==> src/rtl/wb_pkg.sv <==
// Shared types and default widths for the register-file writeback arbiter.
package wb_pkg;

  localparam int DEFAULT_XLEN       = 32;
  localparam int DEFAULT_REG_ADDR_W = 5;

  typedef struct packed {
    logic [DEFAULT_REG_ADDR_W-1:0] rd;
    logic [DEFAULT_XLEN-1:0]       data;
  } wb_entry_t;

  function automatic logic is_x0(input logic [DEFAULT_REG_ADDR_W-1:0] rd);
    return rd == '0;
  endfunction

endpackage

==> src/rtl/wb_fifo.sv <==
// Small synchronous FIFO of writeback entries; the head is readable in the same
// cycle so a freshly pushed result can be written back two cycles after its push.
module wb_fifo
  import wb_pkg::*;
#(
  parameter int DEPTH = 4
) (
  input  logic      clk,
  input  logic      rst,
  input  logic      push,
  input  wb_entry_t push_entry,
  input  logic      pop,
  output wb_entry_t head,
  output logic      full,
  output logic      empty
);

  localparam int AW = $clog2(DEPTH);

  wb_entry_t      mem [DEPTH];
  logic [AW-1:0]  wr_ptr;
  logic [AW-1:0]  rd_ptr;
  logic [AW:0]    count;
  logic           do_push;
  logic           do_pop;

  assign full    = (count == (AW+1)'(DEPTH));
  assign empty   = (count == '0);
  assign do_push = push && !full;
  assign do_pop  = pop && !empty;
  assign head    = mem[rd_ptr];

  always_ff @(posedge clk) begin
    if (do_push) mem[wr_ptr] <= push_entry;
  end

  // Pointers wrap naturally because DEPTH is a power of two.
  always_ff @(posedge clk or posedge rst) begin
    if (rst) begin
      wr_ptr <= '0;
      rd_ptr <= '0;
      count  <= '0;
    end else begin
      if (do_push) wr_ptr <= wr_ptr + AW'(1);
      if (do_pop)  rd_ptr <= rd_ptr + AW'(1);
      case ({do_push, do_pop})
        2'b10:   count <= count + (AW+1)'(1);
        2'b01:   count <= count - (AW+1)'(1);
        default: count <= count;
      endcase
    end
  end

endmodule

==> src/rtl/regfile_wb_arbiter.sv <==
// Writeback arbiter: ALU results win, long-latency results drain from a FIFO.
// Optional starvation guard enabled by defining WB_STARVE_GUARD_EN.
module regfile_wb_arbiter
  import wb_pkg::*;
#(
  parameter int XLEN       = DEFAULT_XLEN,
  parameter int REG_ADDR_W = DEFAULT_REG_ADDR_W,
  parameter int LL_DEPTH   = 4,
  parameter int STARVE_MAX = 8
) (
  input  logic                  clk,
  input  logic                  rsta,
  input  logic                  alu_valid,
  input  logic [REG_ADDR_W-1:0] alu_rd,
  input  logic [XLEN-1:0]       alu_data,
  output logic                  alu_stall,
  input  logic                  ll_valid,
  output logic                  ll_ready,
  input  logic [REG_ADDR_W-1:0] ll_rd,
  input  logic [XLEN-1:0]       ll_data,
  output logic                  RegWrite,
  output logic [REG_ADDR_W-1:0] write_reg,
  output logic [XLEN-1:0]       write_data
);

  wb_entry_t             ll_entry;
  wb_entry_t             head;
  logic                  fifo_full;
  logic                  fifo_empty;
  logic                  push;
  logic                  pop;
  logic                  alu_win;
  logic                  sel_valid;
  logic [REG_ADDR_W-1:0] sel_rd;
  logic [XLEN-1:0]       sel_data;

  assign ll_entry = '{rd: ll_rd, data: ll_data};
  assign ll_ready = !fifo_full;
  assign push     = ll_valid && ll_ready;
  assign alu_win  = alu_valid && !alu_stall;
  assign pop      = !alu_win && !fifo_empty;

  wb_fifo #(.DEPTH(LL_DEPTH)) u_fifo (
    .clk        (clk),
    .rst        (rsta),
    .push       (push),
    .push_entry (ll_entry),
    .pop        (pop),
    .head       (head),
    .full       (fifo_full),
    .empty      (fifo_empty)
  );

  assign sel_valid = alu_win || pop;
  assign sel_rd    = alu_win ? alu_rd   : head.rd;
  assign sel_data  = alu_win ? alu_data : head.data;

`ifdef WB_STARVE_GUARD_EN
  localparam int CW = $clog2(STARVE_MAX + 1);
  logic [CW-1:0] starve_cnt;

  // Counts cycles the full FIFO loses to the ALU; the stall forces one pop.
  always_ff @(posedge clk or posedge rsta) begin
    if (rsta) begin
      starve_cnt <= '0;
    end else if (pop) begin
      starve_cnt <= '0;
    end else if (fifo_full && alu_win) begin
      starve_cnt <= starve_cnt + CW'(1);
    end
  end

  assign alu_stall = (starve_cnt == CW'(STARVE_MAX));
`else
  assign alu_stall = 1'b0;
`endif

  // Selected result with rd=0 is consumed but never reaches the register file.
  always_ff @(posedge clk or posedge rsta) begin
    if (rsta) begin
      RegWrite   <= 1'b0;
      write_reg  <= '0;
      write_data <= '0;
    end else if (sel_valid && !is_x0(sel_rd)) begin
      RegWrite   <= 1'b1;
      write_reg  <= sel_rd;
      write_data <= sel_data;
    end else begin
      RegWrite   <= 1'b0;
      write_reg  <= '0;
      write_data <= '0;
    end
  end

endmodule

==> config.mk <==
export PLATFORM = sky130hd
export DESIGN_NAME = regfile_wb_arbiter
export DESIGN_NICKNAME = d
export VERILOG_FILES = /design/src/rtl/wb_pkg.sv /design/src/rtl/wb_fifo.sv /design/src/rtl/regfile_wb_arbiter.sv
export SDC_FILE = /design/constraint.sdc
export NUM_CORES = 1
export LEC_CHECK = 0
export CORE_ASPECT_RATIO = 1.2
export CORE_MARGIN = 4
export CORE_UTILIZATION = 50
export DETAILED_ROUTE_END_ITERATION = 7
export PLACE_DENSITY = 0.78
export SLEW_MARGIN = 0
export SYNTH_ARGS = -nofsm -noshare
export SYNTH_HDL_FRONTEND = slang
export SYNTH_SLANG_ARGS = --single-unit
==> constraint.sdc <==
create_clock -name clk -period 6.2 [get_ports clk]
set_clock_uncertainty 0.05 [all_clocks]
set_input_delay 1.24 -clock clk [delete_from_list [all_inputs] [get_ports clk]]
set_output_delay 1.24 -clock clk [all_outputs]
set_load 0.005 [all_outputs]
==> reports/qor.yml, run 1 <==
clock_tree_root_buffer_cell: "sky130_fd_sc_hd__clkbuf_16"
die-area_mm2: 0.0175
drt_pass1_iterations: 4
dpl.hpwl_mm: 9.31
post_cts.resized_instances: 0
setup_fix_buffers_added_after_clock_tree_synthesis: 0
detail_route.wl_per_cell_um: 20.7
post_synth_fa_ha_maj_area_fraction_pct: 1.07
postLayoutCoreUtil_pct: 63.5
met1_length_mm: 5.92
synth_sequential_area_ratio_pct: 72.1
mux_share_pct: 15.6
synth_compound_gate_area_share_pct: 3.99
setup_viol_count_final: 0
post_synth_main_area_contributors: "sky130_fd_sc_hd__edfxtp_1 58%, sky130_fd_sc_hd__dfrtp_1 15%, sky130_fd_sc_hd__mux4_2 9.3%"
nets: 619
hold_path.class: "register to register"
openroad_warning_count: 29
outcome: "finished clean"
power.static_leakage_nw: 3.42
cts_buffer_depth: 2
synth-main-ff-cell: "sky130_fd_sc_hd__edfxtp_1"
synth.cellmix.simpleShare_pct: 3.82
totalNegativeSetupSlack_ns: 0
power.combinational.fraction_pct: 29.9
worstHoldPathCells: 1
timing.final.crit_share_pct: 51.3
cts.reportedPaths.clkPinSlew_ns: 0.06
ant_nets: 0
yosysCellCount: 424
grt_antenna_before_repair: 0
worstSetupStartpoint: "alu_valid"
postSynthNetCount: 508
worstSetupPathDepth: 5
setup_repair_after_global_routing_missed_its_margin: "false"
numSynthFlops: 193
setup.worst_path.class: "input pin to register"
largest_register_ff_count: 148
synth_logic_family: "multiplexers"
gr_overflow_total: 0
hp-start: "u_fifo.count[0]"
detailroute.via_count: 4113
synthArstFlopShare_pct: 23.3
internal_power_mw: 3.04
amount_of_wire_on_met2_after_detailed_routing_mm: 8.28
track_usage_pct: 18.2
cts_tree: "done"
fp_util_pct: 51.2
tightestPinTransition_ns: 1.04
top_area_share_pct: 57.6
core_area_mm2: 0.0151
rr_endpoint: "write_data[16]"
globalplace.congestion: 0.769
worst_r2r_startpoint: "u_fifo.rd_ptr[0]"
fp-row-count: 49
yosysWarningCount: 0
final_layout_size_suffix_gt1_share_pct: 20.8
die-height_um: 144
critical-path-top-delay-family: "simple AND/OR/NAND/NOR gates"
clock_network_fraction_of_design_power_pct: 24.3
floorplan.io_pins: 118
cts_hold_buf: 0
synth.cell_area_mm2: 0.00772
sinks_on_the_clock_net: 193
worst-r2r-setup-slack_ns: 3.34
grt_pass1_vias: 4428
worstPathRequired_ns: 6.39
period_minus_slack_ns: 3.18
num_antenna_cells: 0
p_switching_mw: 1.23
final_cell_area_mm2: 0.00958
layout-area-overhead-vs-synth_pct: 24.1
top_layer_used: "met4"
run 1: routing by layer:
metal	GRT usage, %	vias up
li1	-	1869
met1	21.5	2057
met2	32.3	163
met3	4.93	24
met4	6.67	0
met5	0	-
run 1: power by group through the flow:
stage / combinational, mW / sequential (mW) / clock, mW
floorplan: 0.864 / 1.87 / 0
finish: 1.28 / 1.95 / 1.04
global route: 1.38 / 1.99 / 1.11
detailed placement: 1.28 / 1.98 / 0
CTS: 1.30 / 1.96 / 1.05
global placement: 1.25 / 1.97 / 0
run 1: per-stage QoR:
stage / worst slack [ns] / cells
2_1_floorplan: 3.30 / 424
3_3_place_gp: 2.77 / 720
3_5_place_dp: 2.64 / 720
4_1_cts: 3.04 / 752
5_1_grt: 2.93 / 752
6_report: 3.02 / 752
run 1: layout by cell type, fill, tap and decap left out, types with 6 or more instances in the layout:
master,instances
sky130_fd_sc_hd__dfrtp_1,43
sky130_fd_sc_hd__mux4_2,32
sky130_fd_sc_hd__nand2_1,37
sky130_fd_sc_hd__clkbuf_16,18
sky130_fd_sc_hd__mux2i_1,10
sky130_fd_sc_hd__mux2_2,33
sky130_fd_sc_hd__inv_1,7
sky130_fd_sc_hd__a31oi_1,33
sky130_fd_sc_hd__clkdlybuf4s50_1,115
sky130_fd_sc_hd__nor2b_1,6
sky130_fd_sc_hd__edfxtp_1,148
run 1: layout make-up:
cell class | count | area, um2
Tap cell | 204 | 255
Timing Repair Buffer | 119 | 1180
Fill cell | 1056 | 5500
Multi-Input combinational cell | 196 | 1970
Clock inverter | 12 | 105
Inverter | 8 | 30.0
Sequential cell | 193 | 5570
Clock buffer | 20 | 468
Run 1, I/O nets highlighted:
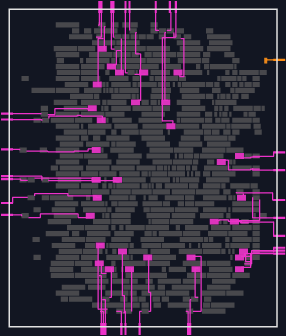
color	port	bits	direction	edge	end cells	buffers	wire
orange	`alu_stall`	1	output	east	1	0	4.10 um
magenta	`alu_data`	32	input	9 north, 8 south, 8 east, 7 west	32	32	1120 um

Run 1, drive-strength map:
The bar under the picture is 20 um long.
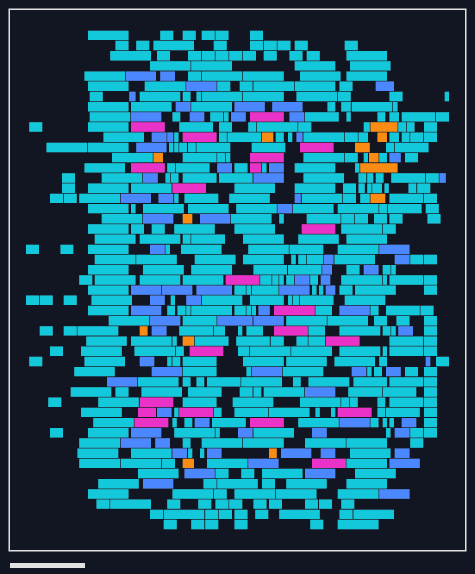
color	size	cells	share
cyan	drive 1 or less	434	79%
blue	drive 2	80	15%
magenta	drive 6 and up	21	3.8%
orange	drive 3 to 4	13	2.4%

Run 1, clock wiring as the flow saved it:
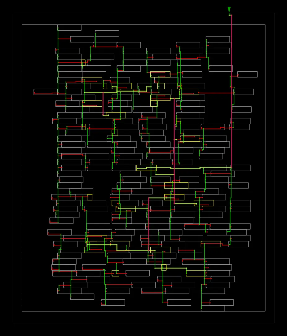
CTS Buf Count: 17
flip-flops: 193
Clock buffer cells: 20
latest clock arrival within the worst-skew pair: 0.42 ns
P_clk: 1.04 mW

==> run 2: changes to the inputs <==
- CORE_UTILIZATION: 50 -> 48
- clock period: 6.2 -> 2.9 ns (I/O delays scaled with it)
==> reports/qor.yml, run 2 <==
drt_pass1_iterations: 5
period_minus_slack_ns: 2.38
power.static_leakage_nw: 3.52
fp_util_pct: 49.2
p_switching_mw: 2.63
outcome: "finished clean"
setup_repair_after_global_routing_missed_its_margin: "false"
pre_cts_slack_ns: 0.435
synthArstFlopShare_pct: 23.3
die-height_um: 147
mux_share_pct: 15.6
totalNegativeSetupSlack_ns: 0
cts_inserted_buffers: 17
globalplace.congestion: 0.808
final_cell_area_mm2: 0.00979
core_area_mm2: 0.0157
setup_fix_buffers_added_after_clock_tree_synthesis: 0
grt_pass1_vias: 4560
grt.met3_usage_pct: 4.77
gr_overflow_total: 0
grt_use_met2_pct: 31.5
finish.cell_count_without_fillers: 769
post_synth_fa_ha_maj_area_fraction_pct: 1.07
mostFrequentLayoutCell: "sky130_fd_sc_hd__edfxtp_1"
filler_cell_count: 1126
clock_network_fraction_of_design_power_pct: 25.3
die-area_mm2: 0.0182
layout_setup_ws_ns: 0.515
post_dp_cell_area_mm2: 0.00917
post_cts.resized_instances: 0
grtUsageMet1_pct: 23.5
setup_viol_count_final: 0
final_layout_size_suffix_gt1_share_pct: 21.7
numSynthFlops: 193
synth.cell_area_mm2: 0.00772
post-route-drc-count: 0
cts.reportedPaths.clkPinSlew_ns: 0.06
timing.critical_path.to_type: "register"
synth_logic_family: "multiplexers"
track_usage_pct: 18.5
top_area_share_pct: 57.6
layout-area-overhead-vs-synth_pct: 26.8
dpl.hpwl_mm: 10.3
worstPathRequired_ns: 3.09
detail_route.wl_per_cell_um: 21.0
largest_area_cell: "sky130_fd_sc_hd__edfxtp_1"
post_synth_main_area_contributors: "sky130_fd_sc_hd__edfxtp_1 58%, sky130_fd_sc_hd__dfrtp_1 15%, sky130_fd_sc_hd__mux4_2 9.3%"
fp-row-count: 50
synth.lib_cells_used.distinct: 34
worstSetupStartpoint: "u_fifo.rd_ptr[0]"
floorplan.io_pins: 118
timing_hold_violations_final: 0
synth-main-ff-cell: "sky130_fd_sc_hd__edfxtp_1"
yosysCellCount: 424
worst_r2r_startpoint: "u_fifo.rd_ptr[0]"
openroad_warning_count: 29
synth_sequential_area_ratio_pct: 72.1
internal_power_mw: 6.78
drtIter0Drc: 384
clock_tree_root_buffer_cell: "sky130_fd_sc_hd__clkbuf_16"
cts_buffer_depth: 2
setup.worst_path.class: "register to register"
final_cell_mix: "148 x sky130_fd_sc_hd__edfxtp_1, 115 x sky130_fd_sc_hd__clkdlybuf4s50_1, 43 x sky130_fd_sc_hd__dfrtp_1"
placed_cells: 737
power.combinational.fraction_pct: 31.4
yosysWarningCount: 0
synthCells: 424
detailroute.via_count: 4175
ant_nets: 0
largest_register_ff_count: 148
timing.final.crit_share_pct: 82.2
grt_antenna_before_repair: 0
sinks_on_the_clock_net: 193
hold_path.class: "input pin to asynchronous set/reset pin"
cts_tree: "done"
postLayoutCoreUtil_pct: 62.4
tightestPinTransition_ns: 0.930
synth_compound_gate_area_share_pct: 3.99
num_antenna_cells: 0
synth.cellmix.simpleShare_pct: 3.82
cts_hold_buf: 0
==> run 2: cell counts after synthesis <==
Identical to the previous run, type by type.
==> run 2: cell type report <==
type | count | area [um2] | area share (%)
well taps | 208 | 260 | 2.66
inverters | 8 | 30.0 | 0.307
repair buffers | 132 | 1340 | 13.7
clock inverters | 7 | 93.8 | 0.958
flip-flops and latches | 193 | 5570 | 56.9
clock buffers | 25 | 529 | 5.40
multi-input cells | 196 | 1970 | 20.1
==> run 2: worst paths after layout <==
kind                                   end  slack [ns]  cells past startpoint
max in group asynchronous  u_fifo.count[0]        1.81                      3
setup / recovery            write_data[13]        0.52                      4
setup reg to reg            write_data[13]        0.52                      4
hold / removal              write_data[25]        0.42                      2
hold reg to reg            u_fifo.count[2]        0.48                      1
min in group clk           u_fifo.count[2]        0.48                      1
==> run 2: cell families after synthesis <==
logic type	Yosys count
xor gates and xnor gates	6
adders and majority gates	6
muxes	76
and+or+nand+nor	63
DFF	193
other	1
AOI/OAI and AO/OA	44
buffers and inverters	35
==> run 2: critical path: cells and delay by family (launching register included) <==
kind,cells,cell delay [ns]
compound gates,2,0.36
mux,1,0.30
simple gates,1,0.75
flops,1,0.72
==> run 2: power by group through the flow <==
stage	clock [mW]	sequential (mW)	combinational, mW
2_1_floorplan	0	4.00	1.85
3_3_place_gp	0	4.10	2.90
3_5_place_dp	0	4.14	2.99
4_1_cts	2.43	4.09	3.00
5_1_grt	2.56	4.15	3.19
6_report	2.38	4.07	2.95
==> run 2: routing by layer <==
metal  part of all wire, %  vias up
li1                      -     1895
met1                    41     2109
met2                    52      152
met3                   5.8       19
met4                   1.4        0
met5                     0        -
Run 2, routed metal, one color a layer:
The bar under the picture is 20 um long.
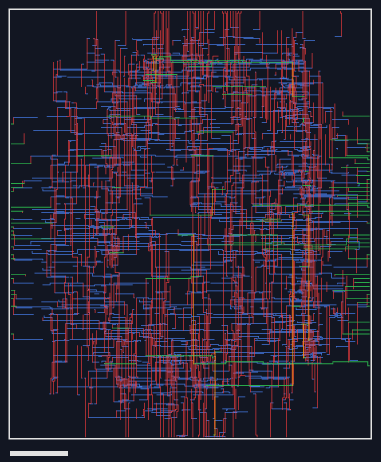
color	layer	wire length
green	met3	938 um
blue	met1	6540 um
red	met2	8420 um
orange	met4	221 um

Run 2, register map, names as in the netlist:
The bar under the picture is 20 um long. Other sequential cells in the stronger gray, the rest of the logic in the fainter gray.
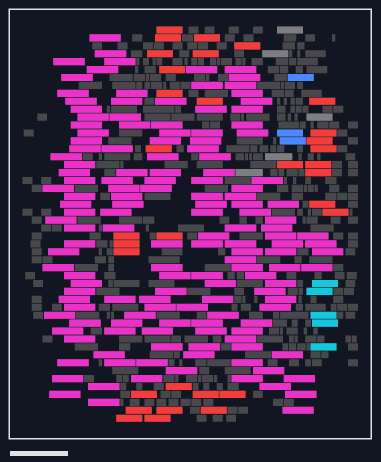
color	name in the netlist	flops
red	`write_data`	32
magenta	`u_fifo.mem`	148
cyan	`write_reg`	5
blue	`u_fifo.count`	3
total area of sequential cells: 0.00557 mm2
sequential fraction of total cell area: 56.9%

Run 2, clock wiring as the flow saved it:
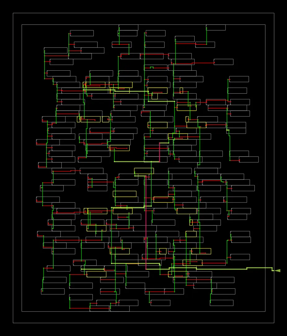
P_clk: 2.38 mW
latest clock arrival within the worst-skew pair: 0.41 ns
Clock buffer cells: 25

Power figures rest on the tool's default switching activity, not on a simulated workload.
